## config.mk

```make
export PLATFORM = sky130hd
export DESIGN_NAME = cog_ctrx
export DESIGN_NICKNAME = d
export VERILOG_FILES = /design/src/rtl/cog_ctrx_pkg.sv /design/src/rtl/cog_ctrx_chan.sv /design/src/rtl/cog_ctrx.sv
export SDC_FILE = /design/constraint.sdc
export NUM_CORES = 1
export LEC_CHECK = 0
export CELL_PAD_IN_SITES_DETAIL_PLACEMENT = 1
export CELL_PAD_IN_SITES_GLOBAL_PLACEMENT = 1
export CORE_MARGIN = 4
export CORE_UTILIZATION = 45
export CTS_CLUSTER_DIAMETER = 80
export DETAILED_ROUTE_END_ITERATION = 16
export GPL_TIMING_DRIVEN = 0
export PLACE_DENSITY = 0.81
export SETUP_SLACK_MARGIN = 0.05
export SKIP_LAST_GASP = 1
export SYNTH_ARGS = -nofsm -noshare
export SYNTH_HDL_FRONTEND = slang
export SYNTH_HIERARCHICAL = 1
export SYNTH_SLANG_ARGS = --single-unit
```

## constraint.sdc

```tcl
create_clock -name clk_cog -period 3.1 [get_ports clk_cog]
set_input_delay 0.465 -clock clk_cog [delete_from_list [all_inputs] [get_ports clk_cog]]
set_output_delay 0.465 -clock clk_cog [all_outputs]
set_load 0.005 [all_outputs]
```

## src/rtl/cog_ctrx_pkg.sv

```systemverilog
// Shared constants for the multi-channel cog counter: mode codes, ctr field
// layout, and the width rules for pin and channel selects.
package cog_ctrx_pkg;

  localparam logic [3:0] MODE_OFF     = 4'd0;
  localparam logic [3:0] MODE_NCO1    = 4'd1;
  localparam logic [3:0] MODE_NCO2    = 4'd2;
  localparam logic [3:0] MODE_DUTY1   = 4'd3;
  localparam logic [3:0] MODE_DUTY2   = 4'd4;
  localparam logic [3:0] MODE_POSLVL  = 4'd5;
  localparam logic [3:0] MODE_POSEDGE = 4'd6;
  localparam logic [3:0] MODE_NEGLVL  = 4'd7;
  localparam logic [3:0] MODE_NEGEDGE = 4'd8;
  localparam logic [3:0] MODE_PERIOD  = 4'd9;
  localparam logic [3:0] MODE_CHAIN   = 4'd10;

  localparam int CTR_MODE_LSB   = 0;
  localparam int CTR_APIN_LSB   = 4;
  localparam int CTR_BPIN_LSB   = 12;
  localparam int CTR_AROUTE_BIT = 20;
  localparam int CTR_BROUTE_BIT = 21;
  localparam int CTR_W          = 22;

  typedef struct packed {
    logic       broute;
    logic       aroute;
    logic [7:0] bpin;
    logic [7:0] apin;
    logic [3:0] mode;
  } ctr_t;

  // Pin indices use only the low pin_w(NPIN) bits of the 8-bit ctr fields.
  function automatic int pin_w(input int npin);
    return (npin <= 2) ? 1 : $clog2(npin);
  endfunction

  function automatic int sel_w(input int n);
    return (n <= 2) ? 1 : $clog2(n);
  endfunction

endpackage

```

## src/rtl/cog_ctrx_chan.sv

```systemverilog
// One counter channel: ctr/frq/phs/cap/ovf state, trigger decode, phase
// accumulator with period capture, and this channel's pin output vectors.
module cog_ctrx_chan
  import cog_ctrx_pkg::*;
#(
  parameter int PW   = 32,
  parameter int NPIN = 32
) (
  input  logic            clk_cog,
  input  logic            ena,
  input  logic            wr_en,
  input  logic            setctr,
  input  logic            setfrq,
  input  logic            setphs,
  input  logic            clrovf,
  input  logic [31:0]     data,
  input  logic [NPIN-1:0] pin_in,
  input  logic            cy_in,
  output logic [PW-1:0]   phs,
  output logic [PW-1:0]   cap,
  output logic            ovf,
  output logic            cyq,
  output logic [NPIN-1:0] pin_out,
  output logic [NPIN-1:0] pin_outb
);

  localparam int          PINW   = pin_w(NPIN);
  localparam logic [31:0] NPIN_U = 32'(NPIN);

  ctr_t            ctr_q;
  logic [PW-1:0]   frq_q, cap_q;
  logic [PW:0]     phs_q, sum;
  logic [1:0]      dly_q;
  logic            ovf_q, cyq_q;
  logic [PINW-1:0] apin, bpin;
  logic            apin_ok, bpin_ok, pa;
  logic            trig, smp, capture, outa, outb, wr_phs, add, carry;
  logic [NPIN-1:0] vec_a, vec_b;
  logic            unused_bits;

  assign apin    = ctr_q.apin[PINW-1:0];
  assign bpin    = ctr_q.bpin[PINW-1:0];
  assign apin_ok = 32'(apin) < NPIN_U;
  assign bpin_ok = 32'(bpin) < NPIN_U;
  assign pa      = apin_ok ? pin_in[apin] : 1'b0;

  always_comb begin
    trig    = 1'b0;
    smp     = 1'b0;
    capture = 1'b0;
    outa    = 1'b0;
    outb    = 1'b0;
    case (ctr_q.mode)
      MODE_NCO1:    begin trig = 1'b1; outa = phs_q[PW-1]; end
      MODE_NCO2:    begin trig = 1'b1; outa = phs_q[PW-1]; outb = ~phs_q[PW-1]; end
      MODE_DUTY1:   begin trig = 1'b1; outa = phs_q[PW]; end
      MODE_DUTY2:   begin trig = 1'b1; outa = phs_q[PW]; outb = ~phs_q[PW]; end
      MODE_POSLVL:  begin smp = 1'b1; trig = dly_q[0]; end
      MODE_POSEDGE: begin smp = 1'b1; trig = (dly_q == 2'b01); end
      MODE_NEGLVL:  begin smp = 1'b1; trig = ~dly_q[0]; end
      MODE_NEGEDGE: begin smp = 1'b1; trig = (dly_q == 2'b10); end
      MODE_PERIOD:  begin smp = 1'b1; trig = 1'b1; capture = (dly_q == 2'b01); end
      MODE_CHAIN:   begin trig = cy_in; outa = phs_q[PW-1]; end
      default:      ;
    endcase
  end

  // A write or a capture restart replaces the add, so neither can carry.
  assign sum    = {1'b0, phs_q[PW-1:0]} + {1'b0, frq_q};
  assign carry  = sum[PW];
  assign wr_phs = wr_en & setphs;
  assign add    = trig & ~capture & ~wr_phs;

  always_ff @(posedge clk_cog or negedge ena) begin
    if (!ena) begin
      ctr_q <= '0;
      frq_q <= '0;
      phs_q <= '0;
      cap_q <= '0;
      ovf_q <= 1'b0;
      dly_q <= '0;
      cyq_q <= 1'b0;
    end else begin
      if (wr_en && setctr) ctr_q <= ctr_t'(data[CTR_W-1:0]);
      if (wr_en && setfrq) frq_q <= data[PW-1:0];
      if (wr_phs) begin
        phs_q <= {1'b0, data[PW-1:0]};
      end else if (capture) begin
        cap_q <= phs_q[PW-1:0];
        phs_q <= {1'b0, frq_q};
      end else if (add) begin
        phs_q <= sum;
      end
      if (wr_en && (setphs || clrovf)) ovf_q <= 1'b0;
      else if (add && carry)           ovf_q <= 1'b1;
      cyq_q <= add & carry;
      if (smp) dly_q <= {dly_q[0], pa};
    end
  end

  always_comb begin
    vec_a    = (outa && apin_ok) ? (NPIN'(1) << apin) : '0;
    vec_b    = (outb && bpin_ok) ? (NPIN'(1) << bpin) : '0;
    pin_out  = (ctr_q.aroute ? '0 : vec_a) | (ctr_q.broute ? '0 : vec_b);
    pin_outb = (ctr_q.aroute ? vec_a : '0) | (ctr_q.broute ? vec_b : '0);
  end

  assign phs = phs_q[PW-1:0];
  assign cap = cap_q;
  assign ovf = ovf_q;
  assign cyq = cyq_q;

  assign unused_bits = ^{data[31:CTR_W], ctr_q.apin, ctr_q.bpin};

endmodule

```

## src/rtl/cog_ctrx.sv

```systemverilog
// Multi-channel cog counter: NCH carry-chained channels, OR-merged pin
// outputs and combinational phs/cap read-back for the ALU source mux.
module cog_ctrx
  import cog_ctrx_pkg::*;
#(
  parameter int NCH  = 2,
  parameter int PW   = 32,
  parameter int NPIN = 32
) (
  input  logic                    clk_cog,
  input  logic                    ena,
  input  logic [sel_w(NCH)-1:0]   wr_sel,
  input  logic                    setctr,
  input  logic                    setfrq,
  input  logic                    setphs,
  input  logic                    clrovf,
  input  logic [31:0]             data,
  input  logic [sel_w(NCH)-1:0]   rd_sel,
  input  logic [NPIN-1:0]         pin_in,
  output logic [PW-1:0]           phs_rd,
  output logic [PW-1:0]           cap_rd,
  output logic [NCH-1:0]          ovf,
  output logic [NPIN-1:0]         pin_out,
  output logic [NPIN-1:0]         pin_outb
);

  localparam int SELW = sel_w(NCH);

  logic [NCH-1:0][PW-1:0]   phs_a, cap_a;
  logic [NCH-1:0][NPIN-1:0] po_a, pob_a;
  logic [NCH:0]             cy_link;
  logic                     unused_cy;

  // Channel 0 has no lower neighbour, so its chain input is tied low.
  assign cy_link[0] = 1'b0;
  assign unused_cy  = cy_link[NCH];

  for (genvar g = 0; g < NCH; g++) begin : g_ch
    cog_ctrx_chan #(
      .PW   (PW),
      .NPIN (NPIN)
    ) u_chan (
      .clk_cog  (clk_cog),
      .ena      (ena),
      .wr_en    (wr_sel == SELW'(g)),
      .setctr   (setctr),
      .setfrq   (setfrq),
      .setphs   (setphs),
      .clrovf   (clrovf),
      .data     (data),
      .pin_in   (pin_in),
      .cy_in    (cy_link[g]),
      .phs      (phs_a[g]),
      .cap      (cap_a[g]),
      .ovf      (ovf[g]),
      .cyq      (cy_link[g+1]),
      .pin_out  (po_a[g]),
      .pin_outb (pob_a[g])
    );
  end

  always_comb begin
    pin_out  = '0;
    pin_outb = '0;
    for (int i = 0; i < NCH; i++) begin
      pin_out  = pin_out  | po_a[i];
      pin_outb = pin_outb | pob_a[i];
    end
  end

  assign phs_rd = (32'(rd_sel) < 32'(NCH)) ? phs_a[rd_sel] : '0;
  assign cap_rd = (32'(rd_sel) < 32'(NCH)) ? cap_a[rd_sel] : '0;

endmodule
```

Figure 1. PDN straps and rails.
Bar = 50 um. Pins as bars on the die edge.
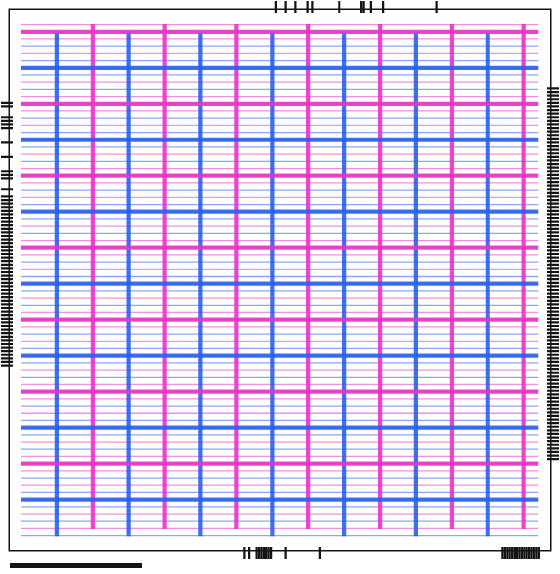
- blue: VSS
- magenta: VDD
- signal pins: 202
- rows: 71
- met5 straps: 14
- met4 straps: 14
- met1 rails: 72
die height: 204 um
floorplan core area: 37800 um^2
Max IR drop VDD: 0.548 mV
floorplan die width: 204 um

==> impl_table.tex <==
% Generated from flow reports
\begin{tabular}{lr}
\hline
Metric & Value \\
\hline
\multicolumn{2}{l}{\textbf{Status}} \\
Outcome & finished, violations left \\
Violations in the final reports & negative setup slack \\
\multicolumn{2}{l}{\textbf{Power}} \\
Static leakage power & 9.47 nW \\
Power per standard cell area & about 900 nW/um\^{}2 \\
\multicolumn{2}{l}{\textbf{Critical path}} \\
Classification of the worst setup path & flip-flop to primary output \\
Critical-path cell list & buf\_6 > mux2\_4 > a32oi\_2 > o21ai\_2 > nor2b\_4 > buf\_6 > nand2b\_4 > clkbuf\_16 > o22ai\_2 > or2\_4 > buf\_6 \\
RR Startpoint & g\_ch[0].u\_chan/frq\_q[0] \\
Nature of the critical path startpoint & flip-flop \\
Arrival time reported for the critical path endpoint & 2.77 ns \\
Top delay family on crit path & buffers and inverters \\
CP max-delay cell & dfrtp\_1 \\
Required time at the endpoint of the critical path & about 2.6 ns \\
Cell seen most often among critical-path stages & buf\_6 \\
Largest stage delay on the critical path & $\sim$0.38 ns \\
Crit path capture type & primary output \\
Worst path bufs/invs & 4 \\
Critical-path maximum fanout & 5 \\
Worst setup startpoint & g\_ch[0].u\_chan/ctr\_q[1] \\
\multicolumn{2}{l}{\textbf{Global route}} \\
Number of antenna violations at the first check in global routing & 2 \\
Global-route wire length before repair & between 100000 and 150000 um \\
Overall track demand over capacity in global routing & 0.358 \\
GRT overflow & 0 \\
Pin count of the biggest net entering global routing & 86 \\
Number of global-route vias before repair & $\sim$18000 \\
\multicolumn{2}{l}{\textbf{Drt}} \\
Average wire length per cell after detail routing & a little under 30 um \\
Drt total wl & between 70000 and 80000 um \\
Violation count after the first detailed-route iteration & $\sim$1300 \\
Number of design rule violations left after detail routing & 0 \\
First-pass iteration count of the detailed router & 5 \\
Vias per Instance & $\sim$6.5 \\
Final antenna-violating net count & 0 \\
Count of vias placed by the detailed router & 16900 \\
\multicolumn{2}{l}{\textbf{Min path}} \\
Hold Crit Class & primary input to asynchronous set/reset pin \\
\multicolumn{2}{l}{\textbf{Cells and area}} \\
Total non-filler cell area in the finished layout & 22900 um\^{}2 \\
Area overhead of the layout relative to synthesis & 32.2\% \\
Diodes inserted & 0 \\
Layout cells sized above 1 & 0.350 \\
Layout net count & between 2000 and 2500 \\
\multicolumn{2}{l}{\textbf{Clock network}} \\
Clock slew seen by the registers of the worst setup and hold paths & about 0.060 ns \\
Number of levels in the clock H-tree & 1 \\
Library cell used as clock root buffer & clkbuf\_16 \\
Buffer levels on the longest clock path & 3 \\
Clock sink count & approximately 230 \\
Insertion delay at the late pin of the worst-skew pair & between 0.5 and 0.6 ns \\
TritonCTS clock tree & built \\
Number of buffers created by CTS & 27 \\
\multicolumn{2}{l}{\textbf{Timing}} \\
Upper clock frequency limit & $\sim$0.3 GHz \\
Final max-slew violation count & 0 \\
Finish-stage setup viols & about 54 \\
RSZ-0062 raised after global routing & yes \\
Final tally of hold violations & 0 \\
Final critical-path setup slack & -0.135 ns \\
Max-slew headroom at the worst pin & 0.328 \\
Slew at the pin closest to its max-slew limit & 1.00 ns \\
Final cycle utilization of the critical path & 1.04 \\
Clock period minus worst slack & about 3.2 ns \\
Final Skew & 0.00789 ns \\
Setup tns final & -3.77 ns \\
\multicolumn{2}{l}{\textbf{Yosys}} \\
Net count entering floorplan & approximately 1900 \\
Synth Area per Inst & 9.63 um\^{}2 \\
Yosys warnings & 6 \\
Post-synthesis instance area & around 17000 um\^{}2 \\
Gate Count Post-Synth & between 1500 and 2000 \\
\multicolumn{2}{l}{\textbf{Floorplanning}} \\
Initial core utilization & 0.458 \\
IO Count & a little over 200 \\
Die Footprint & between 40000 and 50000 um\^{}2 \\
\multicolumn{2}{l}{\textbf{Place}} \\
Area post-placement & around 20000 um\^{}2 \\
Detailed placement HPWL & around 56000 um \\
Quantity of I/O buffers inserted on ports & roughly 200 \\
Weighted congestion at the end of routability-driven global placement & $\sim$1 \\
\multicolumn{2}{l}{\textbf{Job}} \\
Tool Warnings & 28 \\
Tally of max-capacitance violations & 0 \\
\hline
\end{tabular}
Figure 2. Placed cells, one color a class.
Bar = 50 um.
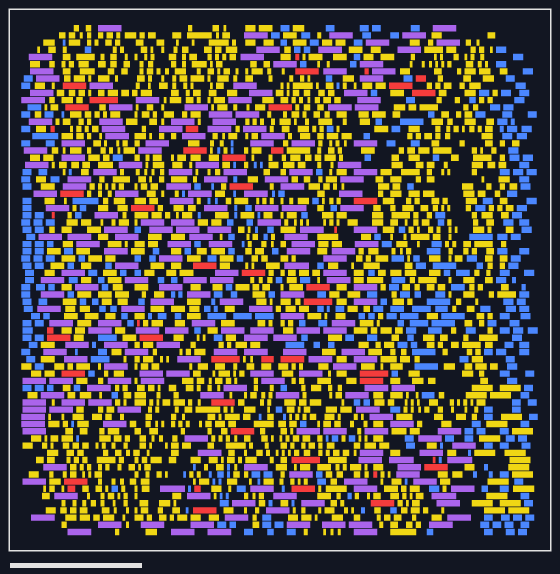
- blue: other buffers and delay cells (cells 419)
- purple: flip-flops (cells 233)
- yellow: all other logic (cells 1398)
- red: clock drivers and dummy loads (cells 47)
post-route core utilization: 0.606
cell row count: 71
sequential share of cell area: 0.255

what timing repair did:
item	CTS	global route
hold endpoints to repair	75	0
hold buffers	1	0
pin swaps	66	67
buffers inserted	49	18
endpoints found under the setup margin	88	160
cloned	3	1
resized	529	117
final cells by class:
type                       count  area, um^2
buffer                       150        1150
clock buffer                  34         732
clock inverter                13         205
fill                        4090       14900
inverter                      16        60.1
multi-input combinational   1382       11500
sequential                   233        5840
tap                          511         639
timing repair buffer         269        2790
stage by stage:
step,total power [mW],cells,hold WS [ns],util,worst slack [ns]
3_5_place_dp,16.3,2509,0.493,0.530,-0.776
5_1_grt,22.3,2608,0.518,0.606,-0.195
3_3_place_gp,15.9,2507,0.476,0.528,-8.51
6_report,21.1,2608,0.465,0.606,-0.135
4_1_cts,20.4,2598,0.508,0.591,-0.122
2_1_floorplan,12.4,1796,0.169,-,0.411
cell usage in the layout (no fill, tap or decap), types with 64 or more instances in the layout:
cell type / count
dfrtp_1: 226
mux2_2: 166
nand2_1: 158
clkdlybuf4s50_1: 135
a21oi_1: 106
buf_4: 103
o22ai_1: 102
buf_6: 83
nor2_1: 74
o21ai_0: 71
or2_4: 64
state kept, by name (all words and copies together), names as in the netlist:
register and flops:
g_ch.u_chan/ctr_q 12, g_ch.u_chan/cyq 1, g_ch.u_chan/ovf 2, g_ch.u_chan/phs_q 66, g_ch.u_chan/cap 64, g_ch.u_chan/apin 10, g_ch.u_chan/frq_q 64, g_ch.u_chan/bpin 10
g_ch.u_chan/dly_q 4
layer usage:
metal | track usage | wire length, um | vias to the layer above
met5 | 0 | 27 | -
met3 | 0.0593 | 5260 | 247
met1 | 0.426 | 29900 | 8590
met2 | 0.613 | 36900 | 811
li1 | - | - | 7236
met4 | 0.209 | 5640 | 4
worst paths after layout:
kind / to / slack, ns / cells past startpoint
setup / recovery: pin_out[15] / -0.14 / 11
hold / removal: g_ch[0].u_chan/phs_q[26] / 0.47 / 2
setup reg to reg: g_ch[0].u_chan/ovf / 0.05 / 11
hold reg to reg: g_ch[1].u_chan/cap[16] / 0.51 / 1
max in group asynchronous: g_ch[0].u_chan/phs_q[0] / 1.73 / 3
min in group clk_cog: g_ch[1].u_chan/cap[16] / 0.51 / 1
worst reg2reg max path, stage by stage, from the launching register on:
cell	delay, ns
dfrtp_1	0.43
ha_4	0.20
fa_2	0.40
a211oi_2	0.30
o21bai_2	0.12
o211ai_1	0.20
buf_4	0.17
nand4_1	0.21
a21oi_4	0.26
nor2_2	0.07
o31a_4	0.38
o21a_1	0.19
report_power, final:
group / internal [mW] / switching [mW]
clock network: 2.09 / 1.38
registers: 4.10 / 1.33
logic: 5.92 / 6.32
total: 12.1 / 9.03
Power and IR drop assume default switching activity.
